### src/rtl/mips_pkg.sv
// Shared multiply/divide definitions: op codes, sequencer state encodings and op decode helpers.
package mips_pkg;

   localparam logic [2:0] MD_OP_MULT  = 3'b000;
   localparam logic [2:0] MD_OP_MULTU = 3'b001;
   localparam logic [2:0] MD_OP_DIV   = 3'b010;
   localparam logic [2:0] MD_OP_DIVU  = 3'b011;
   localparam logic [2:0] MD_OP_MTHI  = 3'b100;
   localparam logic [2:0] MD_OP_MTLO  = 3'b101;

   typedef enum logic [1:0] {
      MD_IDLE  = 2'd0,
      MD_CALC  = 2'd1,
      MD_FIXUP = 2'd2
   } md_state_t;

   function automatic logic md_is_arith(input logic [2:0] op);
      return op[2] == 1'b0;
   endfunction

   function automatic logic md_is_signed(input logic [2:0] op);
      return (op == MD_OP_MULT) || (op == MD_OP_DIV);
   endfunction

endpackage

### src/rtl/muldiv_step.sv
// One combinational multiply/divide iteration: shift-add for MUL, restoring subtract for DIV.
module muldiv_step #(
   parameter int WIDTH = 32
) (
   input  logic                 is_div,
   input  logic [2*WIDTH-1:0]   acc,
   input  logic [2*WIDTH-1:0]   mcand,
   input  logic [WIDTH-1:0]     mplier,
   output logic [2*WIDTH-1:0]   acc_next,
   output logic [2*WIDTH-1:0]   mcand_next,
   output logic [WIDTH-1:0]     mplier_next
);

   logic [2*WIDTH-1:0] sum;
   logic [WIDTH:0]     part;
   logic [WIDTH:0]     diff;
   logic               borrow;

   // DIV keeps {remainder, quotient} in acc; the top WIDTH+1 bits after the
   // left shift form the partial remainder, so a divisor with MSB set still compares correctly.
   assign part            = acc[2*WIDTH-1:WIDTH-1];
   assign {borrow, diff}  = {1'b0, part} - {2'b00, mcand[WIDTH-1:0]};
   assign sum             = acc + mcand;

   always_comb begin
      acc_next    = acc;
      mcand_next  = mcand;
      mplier_next = mplier;
      if (is_div) begin
         acc_next = {(borrow ? part[WIDTH-1:0] : diff[WIDTH-1:0]), acc[WIDTH-2:0], ~borrow};
      end else begin
         acc_next    = mplier[0] ? sum : acc;
         mcand_next  = {mcand[2*WIDTH-2:0], 1'b0};
         mplier_next = {1'b0, mplier[WIDTH-1:1]};
      end
   end

endmodule

### src/rtl/muldiv_ctrl.sv
// Iterative MIPS multiply/divide sequencer with HI/LO. Define MULDIV_EARLY_OUT_EN to let
// multiplies finish once the remaining multiplier bits are all zero.
module muldiv_ctrl
   import mips_pkg::*;
#(
   parameter int WIDTH = 32
) (
   input  logic             clk,
   input  logic             reset,
   input  logic             flush,
   input  logic             start,
   input  logic [2:0]       op,
   input  logic [WIDTH-1:0] srcA,
   input  logic [WIDTH-1:0] srcB,
   input  logic             hilo_rd,
   output logic             busy,
   output logic             stall,
   output logic             done,
   output logic [WIDTH-1:0] hi,
   output logic [WIDTH-1:0] lo
);

   localparam int CW = $clog2(WIDTH);

   md_state_t          state;
   logic [CW-1:0]      cnt;
   logic [2*WIDTH-1:0] acc, mcand;
   logic [WIDTH-1:0]   mplier, orig_a;
   logic               is_div, neg_res, neg_rem, dz;

   logic [2*WIDTH-1:0] acc_next, mcand_next;
   logic [WIDTH-1:0]   mplier_next;
   logic               sgn, early_out;
   logic [WIDTH-1:0]   abs_a, abs_b;
   logic [2*WIDTH-1:0] prod;
   logic [WIDTH-1:0]   quo, rem;

   assign sgn   = md_is_signed(op);
   assign abs_a = (sgn && srcA[WIDTH-1]) ? (~srcA + 1'b1) : srcA;
   assign abs_b = (sgn && srcB[WIDTH-1]) ? (~srcB + 1'b1) : srcB;

   assign stall = busy & (start | hilo_rd);

   muldiv_step #(.WIDTH(WIDTH)) u_step (
      .is_div      (is_div),
      .acc         (acc),
      .mcand       (mcand),
      .mplier      (mplier),
      .acc_next    (acc_next),
      .mcand_next  (mcand_next),
      .mplier_next (mplier_next)
   );

`ifdef MULDIV_EARLY_OUT_EN
   assign early_out = !is_div && (mplier_next == '0);
`else
   assign early_out = 1'b0;
`endif

   // Sign correction applied on the unsigned magnitude result.
   assign prod = neg_res ? (~acc + 1'b1) : acc;
   assign quo  = neg_res ? (~acc[WIDTH-1:0] + 1'b1) : acc[WIDTH-1:0];
   assign rem  = neg_rem ? (~acc[2*WIDTH-1:WIDTH] + 1'b1) : acc[2*WIDTH-1:WIDTH];

   always_ff @(posedge clk or negedge reset) begin
      if (!reset) begin
         state   <= MD_IDLE;
         cnt     <= '0;
         acc     <= '0;
         mcand   <= '0;
         mplier  <= '0;
         orig_a  <= '0;
         is_div  <= 1'b0;
         neg_res <= 1'b0;
         neg_rem <= 1'b0;
         dz      <= 1'b0;
         busy    <= 1'b0;
         done    <= 1'b0;
         hi      <= '0;
         lo      <= '0;
      end else begin
         done <= 1'b0;
         case (state)
            MD_IDLE: begin
               if (start && !flush) begin
                  if (md_is_arith(op)) begin
                     is_div  <= op[1];
                     neg_res <= sgn & (srcA[WIDTH-1] ^ srcB[WIDTH-1]);
                     neg_rem <= sgn & srcA[WIDTH-1];
                     dz      <= (srcB == '0);
                     orig_a  <= srcA;
                     mplier  <= abs_b;
                     cnt     <= CW'(WIDTH-1);
                     state   <= MD_CALC;
                     busy    <= 1'b1;
                     if (op[1]) begin
                        acc   <= {{WIDTH{1'b0}}, abs_a};
                        mcand <= {{WIDTH{1'b0}}, abs_b};
                     end else begin
                        acc   <= '0;
                        mcand <= {{WIDTH{1'b0}}, abs_a};
                     end
                  end else if (op == MD_OP_MTHI) begin
                     hi <= srcA;
                  end else if (op == MD_OP_MTLO) begin
                     lo <= srcA;
                  end
               end
            end
            MD_CALC: begin
               if (flush) begin
                  state <= MD_IDLE;
                  busy  <= 1'b0;
               end else begin
                  acc    <= acc_next;
                  mcand  <= mcand_next;
                  mplier <= mplier_next;
                  cnt    <= cnt - 1'b1;
                  if (cnt == '0 || early_out)
                     state <= MD_FIXUP;
               end
            end
            MD_FIXUP: begin
               state <= MD_IDLE;
               busy  <= 1'b0;
               if (!flush) begin
                  done <= 1'b1;
                  if (is_div) begin
                     // Divide by zero returns the dividend in HI and all-ones in LO.
                     if (dz) begin
                        hi <= orig_a;
                        lo <= '1;
                     end else begin
                        hi <= rem;
                        lo <= quo;
                     end
                  end else begin
                     hi <= prod[2*WIDTH-1:WIDTH];
                     lo <= prod[WIDTH-1:0];
                  end
               end
            end
            default: begin
               state <= MD_IDLE;
               busy  <= 1'b0;
            end
         endcase
      end
   end

endmodule

### config.mk
export PLATFORM = sky130hd
export DESIGN_NAME = muldiv_ctrl
export DESIGN_NICKNAME = d
export VERILOG_FILES = /design/src/rtl/mips_pkg.sv /design/src/rtl/muldiv_step.sv /design/src/rtl/muldiv_ctrl.sv
export SDC_FILE = /design/constraint.sdc
export NUM_CORES = 1
export LEC_CHECK = 0
export CELL_PAD_IN_SITES_DETAIL_PLACEMENT = 1
export CELL_PAD_IN_SITES_GLOBAL_PLACEMENT = 1
export CORE_UTILIZATION = 47
export CTS_BUF_LIST = sky130_fd_sc_hd__clkbuf_4 sky130_fd_sc_hd__clkbuf_8
export DETAILED_ROUTE_END_ITERATION = 16
export GPL_TIMING_DRIVEN = 0
export PLACE_DENSITY_LB_ADDON = 0.1
export SLEW_MARGIN = 40
export SYNTH_ARGS = -nofsm -noshare
export SYNTH_HDL_FRONTEND = slang
export SYNTH_SLANG_ARGS = --single-unit
export TNS_END_PERCENT = 1
### constraint.sdc
create_clock -name clk -period 3.9 [get_ports clk]
set_input_delay 0.78 -clock clk [delete_from_list [all_inputs] [get_ports clk]]
set_output_delay 0.78 -clock clk [all_outputs]
set_load 0.01 [all_outputs]
Figure 1. Congestion heat map (run 1).
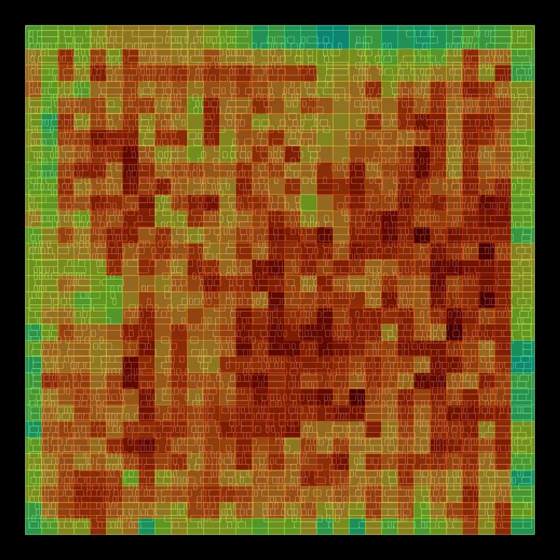
routing usage on met3: 11.0%
global-route track usage on met2: 67.4%
busiest metal layer after global routing: met2

Figure 2. Wiring by layer (run 1).
Only two layers are drawn.
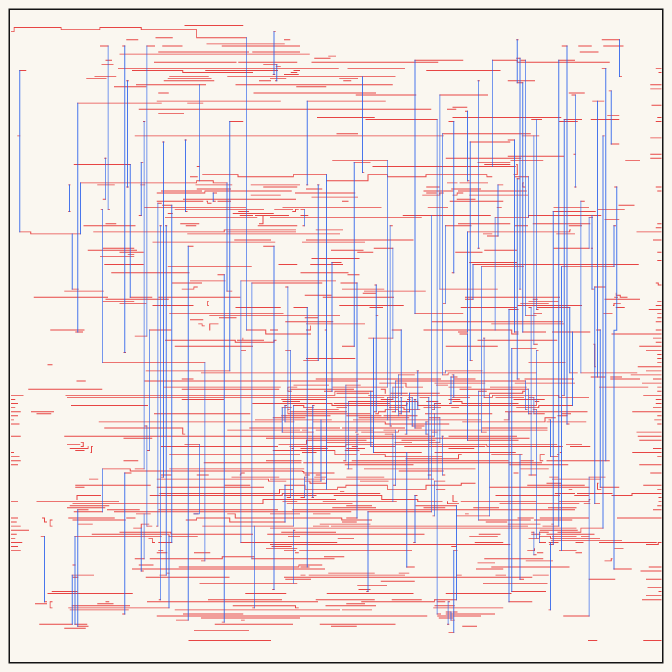
[red] M3 | wire length: 11500 um
[blue] M4 | wire length: 7380 um

==> run notes, run 1 <==
## Clock network
* **number of CTS-inserted buffers** 50
* **post-cts resize count** 12
* **CTS Sinks** 269

## Critical path
* **Critical R2R Launch** state[0]
* **R2R Setup Slk** -110 ps
* **type of the worst setup path** register to register
* **critical path required time** 4480 ps
* **slowest cell on the critical path** sky130_fd_sc_hd__clkbuf_1

## Power
* **Comb group** 10.9 mW
* **Clk pwr share** 17.5%
* **switching power summed over all nets** 9.78 mW

## GRT
* **via count of the first global-routing pass** 24742
* **antenna violations before repair** 2

## Final timing
* **Pins Over Slew Limit** 0
* **final-report setup violation count** 13
* **unrepaired setup endpoints after global routing** true
* **aggregate negative setup slack** -359 ps
* **worst-case setup margin in the final layout** -108 ps
* **Achievable Freq** 0.250 GHz
* **pin slew with the least headroom to its limit** 971 ps

## Finish
* **area of combinational cells with multiple inputs** 14000 um2
* **fraction of layout cells with a size suffix above 1** 5.70%
* **number of diodes** 3
* **total of clock buffers placed in the layout** 79
* **biggest regs** acc x64, mcand x64

## Placed design
* **last weighted congestion value of the routability-driven placer** 1.02

## Detailed routing
* **Vias per Instance** 6.74
* **via count of the routed design** 24651
* **routed wire length per instance** 29.4 um

## Worst hold path
* **class of the worst hold path** input pin to async pin

## Status
* **outcome** finished, violations left
* **violated checks** negative setup slack

## Synthesis
* **Seq cells post-synth** 269
* **synthesized instance count** 2828
* **count of synthesis-stage warnings from yosys** 0
* **synthesized area per cell** 7.68 um2
* **MUX share of area** 1.49%
* **Post-Syn Area** 21700 um2

## Floorplan
* **Die Ht** 217 um

Figure 3. I/O pins on the die edge (run 1).
Pins as bars across the die edge, other pins in grey.
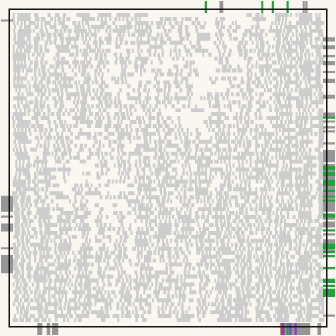
[green] srcA | pins: 32 | direction: input | edge: 27 east, 4 north, 1 south
[purple] op | pins: 3 | direction: input | edge: south
[red] flush | pins: 1 | direction: input | edge: south
all pins by edge: 74 east, 33 south, 24 west, 8 north

Figure 4. Sequential cells coloured by netlist name (run 1).
Other sequential cells in the stronger grey, the rest of the logic in the fainter grey.
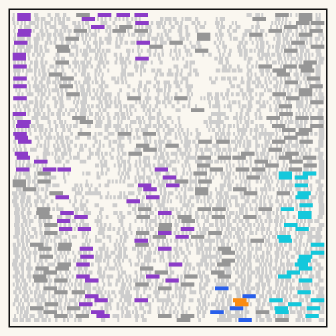
[blue] cnt | sequential cells: 5 | where: south-east
[purple] mcand | sequential cells: 64
[cyan] lo | sequential cells: 32
[orange] state | sequential cells: 2
not coloured: 166

## Run 2: what changed since run 1
--- a/constraint.sdc
+++ b/constraint.sdc
@@ -3,2 +3,2 @@
 set_output_delay 0.78 -clock clk [all_outputs]
-set_load 0.01 [all_outputs]
+set_load 0.05 [all_outputs]
==> run 2 against run 1 <==
  * The run still ends with negative setup slack left
  * Register-to-register slack about the same
  * Non-clock buffer count unchanged
  * Cell area unchanged
  * Power increased by 3.7%
  * Synthesized area unchanged
  * Clock skew did not move
  * Critical path type unchanged
  * Largest cell class unchanged
==> run notes, run 2 <==
## Final timing
* **pin slew with the least headroom to its limit** 971 ps, unchanged
* **aggregate negative setup slack** -359 ps, unchanged
* **worst-case setup margin in the final layout** -108 ps, unchanged
* **unrepaired setup endpoints after global routing** true
* **final-report setup violation count** 13, unchanged
* **Achievable Freq** 0.250 GHz, unchanged
* **worst max-slew margin expressed relative to the limit** 35.3%
* **Pins Over Slew Limit** 0, unchanged

## Synthesis
* **MUX share of area** 1.49%, unchanged
* **dominant cell by count in the synthesized netlist** sky130_fd_sc_hd__nand2_1
* **synthesized instance count** 2828, unchanged
* **synthesized area per cell** 7.68 um2, unchanged
* **Post-synth EDFFs** 0
* **number of distinct standard cells referenced by the synthesized netlist** 80
* **Post-Syn Area** 21700 um2, unchanged
* **count of synthesis-stage warnings from yosys** 0, unchanged
* **Seq cells post-synth** 269, unchanged
* **total nets after synthesis** 3003
* **async set or reset register ratio after synthesis** 100%

## GRT
* **antenna violations before repair** 2, unchanged
* **global-route track usage on met2** 67.4%, unchanged
* **via count of the first global-routing pass** 24742, unchanged
* **busiest metal layer after global routing** met2
* **routing usage on met3** 11.0%, unchanged

## Finish
* **flip-flops** 269
* **area of combinational cells with multiple inputs** 14000 um2, unchanged
* **share of the final layout cell area in sequential cells** 26.7%
* **total of clock buffers placed in the layout** 79, unchanged
* **fraction of layout cells with a size suffix above 1** 5.70%, unchanged
* **cell area after layout** 25200 um2
* **storage element area** 6730 um2
* **biggest regs** acc x64, mcand x64
* **Layout non-clock buf frac** 8.89%
* **number of diodes** 3, unchanged
* **final cell count without fillers** 3656
* **Area growth, synth to finish** 16.0%

## Detailed routing
* **via count of the routed design** 24651, unchanged
* **M1 wire length** 42900 um
* **routed wire length per instance** 29.4 um, unchanged
* **Vias per Instance** 6.74, unchanged
* **drt initial violations** 2792

## Placed design
* **half-perimeter wire length after placement** 83200 um
* **area of placed instances** 23900 um2
* **last weighted congestion value of the routability-driven placer** 1.02, unchanged
* **post-place setup slack** -548 ps

## Clock network
* **CTS Sinks** 269, unchanged
* **number of CTS-inserted buffers** 50, unchanged
* **maximum count of clock buffers along a single path** 3
* **post-cts resize count** 12, unchanged
* **clock slew at the register clock pins of the worst setup and hold paths** 70 ps

## Worst hold path
* **class of the worst hold path** input pin to async pin

## Power
* **Clk pwr share** 16.9%, -0.6 points
* **switching power summed over all nets** 10.5 mW, +7.3%
* **Comb group** 11.6 mW, +6%
* **Leak** 10.6 nW
* **switching part of the total power** 52.8%

## Critical path
* **Critical R2R Launch** state[0]
* **Register-to-Register Path Depth** 9
* **type of the worst setup path** register to register
* **critical path required time** 4480 ps, about the same
* **CP max stage delay** 750 ps
* **R2R Setup Slk** -110 ps, about the same
* **CP Capture Type** register
* **slowest cell on the critical path** sky130_fd_sc_hd__clkbuf_1

## Status
* **outcome** finished, violations left
* **violated checks** negative setup slack

## Floorplan
* **Die Ht** 217 um, unchanged
* **Chip Width** 217 um

Figure 5. Met3 routing (run 2).
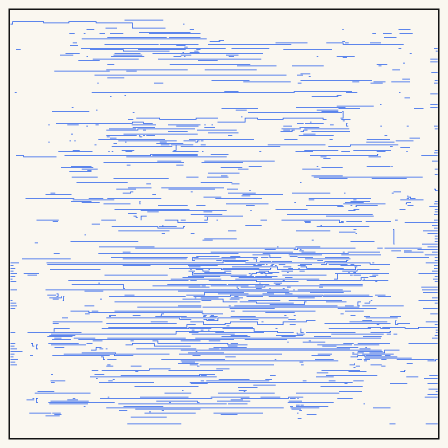
wire length on this layer: 11500 um
nets with wire on the layer: 576
main direction: horizontal

Power is estimated from default activity; no workload was simulated.
